File: src/rtl/buzzer_tone_player.sv
// Square-wave buzzer driver: plays one note (divider preset + beat count) per
// valid/ready handshake, then holds a silent articulation gap and pulses note_done.
module buzzer_tone_player #(
    parameter int CNT_WIDTH  = 14,
    parameter int PRE_DIV    = 12,
    parameter int BEAT_DIV   = 3_000_000,
    parameter int DUR_WIDTH  = 8,
    parameter int GAP_CYCLES = 600_000
) (
    input  logic                 clk,
    input  logic                 rst_n,
    input  logic [CNT_WIDTH-1:0] note_origin,
    input  logic [DUR_WIDTH-1:0] note_dur,
    input  logic                 note_valid,
    output logic                 note_ready,
    output logic                 speaker,
    output logic                 busy,
    output logic                 note_done
);

    localparam int PRE_W  = (PRE_DIV > 1)    ? $clog2(PRE_DIV)    : 1;
    localparam int BEAT_W = (BEAT_DIV > 1)   ? $clog2(BEAT_DIV)   : 1;
    localparam int GAP_W  = (GAP_CYCLES > 1) ? $clog2(GAP_CYCLES) : 1;

    localparam logic [CNT_WIDTH-1:0] TONE_MAX  = '1;
    localparam logic [PRE_W-1:0]     PRE_LAST  = PRE_W'(PRE_DIV - 1);
    localparam logic [BEAT_W-1:0]    BEAT_LAST = BEAT_W'(BEAT_DIV - 1);
    localparam logic [GAP_W-1:0]     GAP_LAST  = GAP_W'(GAP_CYCLES - 1);
    localparam logic [DUR_WIDTH-1:0] DUR_ONE   = DUR_WIDTH'(1);

    localparam logic [1:0] ST_IDLE = 2'd0;
    localparam logic [1:0] ST_PLAY = 2'd1;
    localparam logic [1:0] ST_GAP  = 2'd2;

    logic [1:0]           state_q,      state_d;
    logic [CNT_WIDTH-1:0] preset_q,     preset_d;
    logic [CNT_WIDTH-1:0] tone_cnt_q,   tone_cnt_d;
    logic [PRE_W-1:0]     pre_cnt_q,    pre_cnt_d;
    logic [BEAT_W-1:0]    beat_cnt_q,   beat_cnt_d;
    logic [DUR_WIDTH-1:0] beats_left_q, beats_left_d;
    logic [GAP_W-1:0]     gap_cnt_q,    gap_cnt_d;
    logic                 speaker_q,    speaker_d;
    logic                 note_done_q,  note_done_d;

    logic pre_step;
    logic beat_wrap;

    assign note_ready = (state_q == ST_IDLE);
    assign busy       = (state_q != ST_IDLE);
    assign speaker    = speaker_q;
    assign note_done  = note_done_q;

    assign pre_step  = (pre_cnt_q == PRE_LAST);
    assign beat_wrap = (beat_cnt_q == BEAT_LAST);

    // NOTE: every *_d gets a default first so no path through the case infers a latch.
    always_comb begin
        state_d      = state_q;
        preset_d     = preset_q;
        tone_cnt_d   = tone_cnt_q;
        pre_cnt_d    = pre_cnt_q;
        beat_cnt_d   = beat_cnt_q;
        beats_left_d = beats_left_q;
        gap_cnt_d    = gap_cnt_q;
        speaker_d    = speaker_q;
        note_done_d  = 1'b0;

        case (state_q)
            ST_IDLE: begin
                speaker_d = 1'b0;
                if (note_valid) begin
                    preset_d     = note_origin;
                    tone_cnt_d   = note_origin;
                    beats_left_d = (note_dur == '0) ? DUR_ONE : note_dur;
                    pre_cnt_d    = '0;
                    beat_cnt_d   = '0;
                    state_d      = ST_PLAY;
                end
            end

            ST_PLAY: begin
                pre_cnt_d  = pre_step ? '0 : pre_cnt_q + PRE_W'(1);
                beat_cnt_d = beat_wrap ? '0 : beat_cnt_q + BEAT_W'(1);

                // A rest preset sits at terminal count and must never toggle.
                if (pre_step && (preset_q != TONE_MAX)) begin
                    if (tone_cnt_q == TONE_MAX) begin
                        tone_cnt_d = preset_q;
                        speaker_d  = ~speaker_q;
                    end else begin
                        tone_cnt_d = tone_cnt_q + CNT_WIDTH'(1);
                    end
                end

                // Duration expiry overrides a coincident toggle.
                if (beat_wrap) begin
                    beats_left_d = beats_left_q - DUR_ONE;
                    if (beats_left_q == DUR_ONE) begin
                        state_d   = ST_GAP;
                        speaker_d = 1'b0;
                        gap_cnt_d = '0;
                    end
                end
            end

            ST_GAP: begin
                speaker_d = 1'b0;
                if (gap_cnt_q == GAP_LAST) begin
                    gap_cnt_d   = '0;
                    state_d     = ST_IDLE;
                    note_done_d = 1'b1;
                end else begin
                    gap_cnt_d = gap_cnt_q + GAP_W'(1);
                end
            end

            default: begin
                state_d   = ST_IDLE;
                speaker_d = 1'b0;
            end
        endcase
    end

    // NOTE: state updates use non-blocking assignments so all flops sample the same pre-edge values.
    always_ff @(posedge clk or negedge rst_n) begin
        if (!rst_n) begin
            state_q      <= ST_IDLE;
            preset_q     <= '0;
            tone_cnt_q   <= '0;
            pre_cnt_q    <= '0;
            beat_cnt_q   <= '0;
            beats_left_q <= '0;
            gap_cnt_q    <= '0;
            speaker_q    <= 1'b0;
            note_done_q  <= 1'b0;
        end else begin
            state_q      <= state_d;
            preset_q     <= preset_d;
            tone_cnt_q   <= tone_cnt_d;
            pre_cnt_q    <= pre_cnt_d;
            beat_cnt_q   <= beat_cnt_d;
            beats_left_q <= beats_left_d;
            gap_cnt_q    <= gap_cnt_d;
            speaker_q    <= speaker_d;
            note_done_q  <= note_done_d;
        end
    end

endmodule

File: config.mk
export PLATFORM = sky130hd
export DESIGN_NAME = buzzer_tone_player
export DESIGN_NICKNAME = d
export VERILOG_FILES = /design/src/rtl/buzzer_tone_player.sv
export SDC_FILE = /design/constraint.sdc
export NUM_CORES = 1
export LEC_CHECK = 0
export CAP_MARGIN = 20
export CORE_MARGIN = 2
export CORE_UTILIZATION = 65
export CTS_BUF_LIST = sky130_fd_sc_hd__clkbuf_4
export DETAILED_ROUTE_END_ITERATION = 6
export MAX_ROUTING_LAYER = met4
export PLACE_DENSITY = 0.95
export SLEW_MARGIN = 20
export SYNTH_ARGS = -nofsm -noshare
export SYNTH_HDL_FRONTEND = slang
export SYNTH_SLANG_ARGS = --single-unit
File: constraint.sdc
create_clock -name clk -period 5.6 [get_ports clk]
set_clock_uncertainty 0.15 [all_clocks]
set_input_delay 1.68 -clock clk [delete_from_list [all_inputs] [get_ports clk]]
set_output_delay 1.68 -clock clk [all_outputs]
set_load 0.05 [all_outputs]
==> run notes <==
yosys + openroad results -> result of the run finished, final reports clean, reported leakage power 2.348 nW, data arrival time of the critical path 1.93 ns, top library cells by usage in the layout, fill and taps aside nand2_1, dfrtp_1, o21ai_0, maximum level of the CTS H-tree 3, cell accounting for the most synthesized area dfrtp_1, most frequent logic cell in the layout nand2_1, Floorplan Nets 605, type of the worst min-delay path reg2reg, destination of the worst register-to-register timing path gap_cnt_q[16]$_DFFE_PN0P_, Final Hold Violation Tally 0, pin count of the biggest net entering global routing 87, number of global-route vias before repair 4425, tally of max-capacitance violations 0, Non-Filler Cell Area, Final 5463 sq um, global-route wire length before repair 20560 microns, number of tap instances 99, count of hold buffers inserted by post-cts repair 0, Fillers 515, required arrival time at the worst endpoint 3.77 ns, fraction of the cycle the final worst path needs 67.16%, aggregate negative setup slack 0 ns, residual DRC count 0, endpoint type of the worst setup path output port, largest cell class by area multi-input combinational cells, Rel. slew slack 36.84%, logic depth of the worst register-to-register path 5, standard cell core area 7331 sq um, TritonCTS clock tree done, element type at the critical path start register, starting density of the core 68.03%, Commonest cells post-synth nand2_1, dfrtp_1, o21ai_0, cell with the most instances after synthesis nand2_1, sequential fraction of design power 56.7%, Net count, final 620, flip-flops with a built-in enable 0, top-level I/O count 29, post-route worst setup slack 1.839 ns, fraction of area in registers 39.40%, net switching power 281.8 uW, synth unique cells 71, CTS Root Buffer Type clkbuf_4, Layout area overhead 9.533%, Final Max-Slew Violation Tally 0, worst setup slack before clock tree synthesis 1.774 ns, Initial DRT Pass Iterations 6, fraction of post-synthesis cell area in the top cell type by area 43.15%, power share of the combinational group 6.4%, Cell area leaders dfrtp_1, nand2_1, o21ai_0, a21oi_1, a31oi_1, Peak VDD IR 0.1517 mV, Logic Gate Count 443, sequential-cell power consumption 673 uW, start of the worst register-to-register path beat_cnt_q[8]$_DFFE_PN0P_, count of non-filler cells in the finished layout 691, hold_sp preset_q[11]$_DFFE_PN0P_, unrepaired setup endpoints after global routing false, aggregate global routing overflow 0, count of inserted antenna diode cells 0, Total Die Area 8390 sq um
metal layers:
metal  up-vias  track usage, %  wire length [microns]
li1       2148               -                      -
met1      2191           39.43                   5058
met2       198           49.33                   6027
met3        33           5.726                    706
met4         0           10.98                    257
met5         -               -                      0
state kept, by name, summed over array words and instances (netlist names):
register,count
beat_cnt_q,22
gap_cnt_q,20
preset_q,14
tone_cnt_q,14
beats_left_q,8
pre_cnt_q,4
state_q,2
note_done,1
speaker,1
logic make-up after synthesis:
logic type	share of synthesized area (%)
muxes	0.8279
buffers and inverters	4.215
DFF	43.15
xor gates and xnor gates	1.581
and+or+nand+nor	27.15
adders and majority gates	1.505
AOI/OAI and AO/OA	21.58
critical path, cell delays in order (launching register included):
cell and delay [ns]:
dfrtp_1 0.45, nor2_1 0.20, clkdlybuf4s50_1 0.84
==> images/placement_by_type.png <==
(4 px per micron) Fill, decap, tap and diode cells in grey.
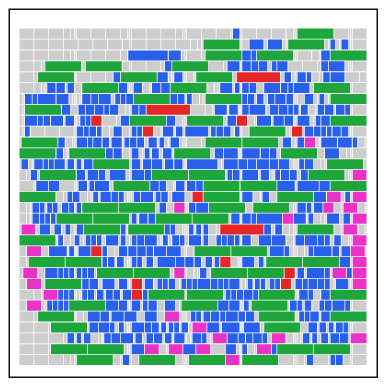
legend:
  red:
    class: clock drivers and dummy loads
    cells: 14
    share_of_their_area: 3.2%
  blue:
    class: combinational and other logic
    cells: 459
    share_of_their_area: 50%
  magenta:
    class: other buffers and delay cells
    cells: 33
    share_of_their_area: 6.0%
  green:
    class: flops
    cells: 86
    share_of_their_area: 40%

==> images/congestion.png <==
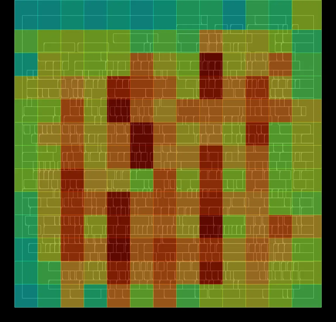
Routed WL per cell: 17.44 microns
post-layout util: 74.52%
met2 Track Usage GR: 49.33%
all-layer global routing usage: 30.82%
gr busiest metal: met2

==> images/clk_routes.png <==
(6 px per micron)
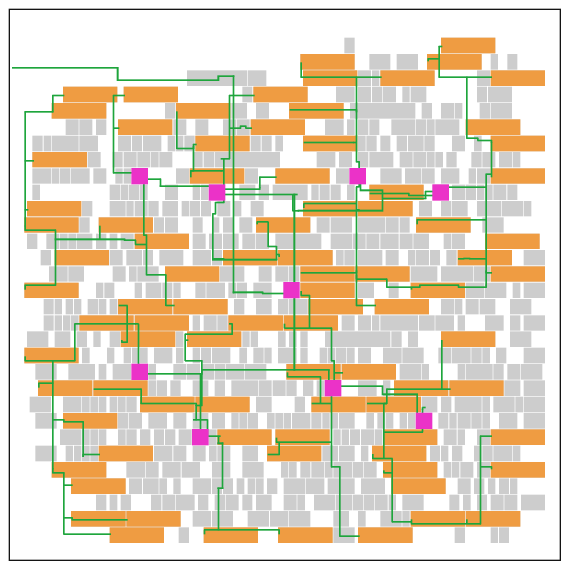
legend:
  green:
    item: clock wires
    length: 1060 microns
  orange:
    item: flip-flops
    count: 86
  magenta:
    item: clock drivers
    count: 9
flops lie: spread over the die

Power is estimated from default activity; no workload was simulated.
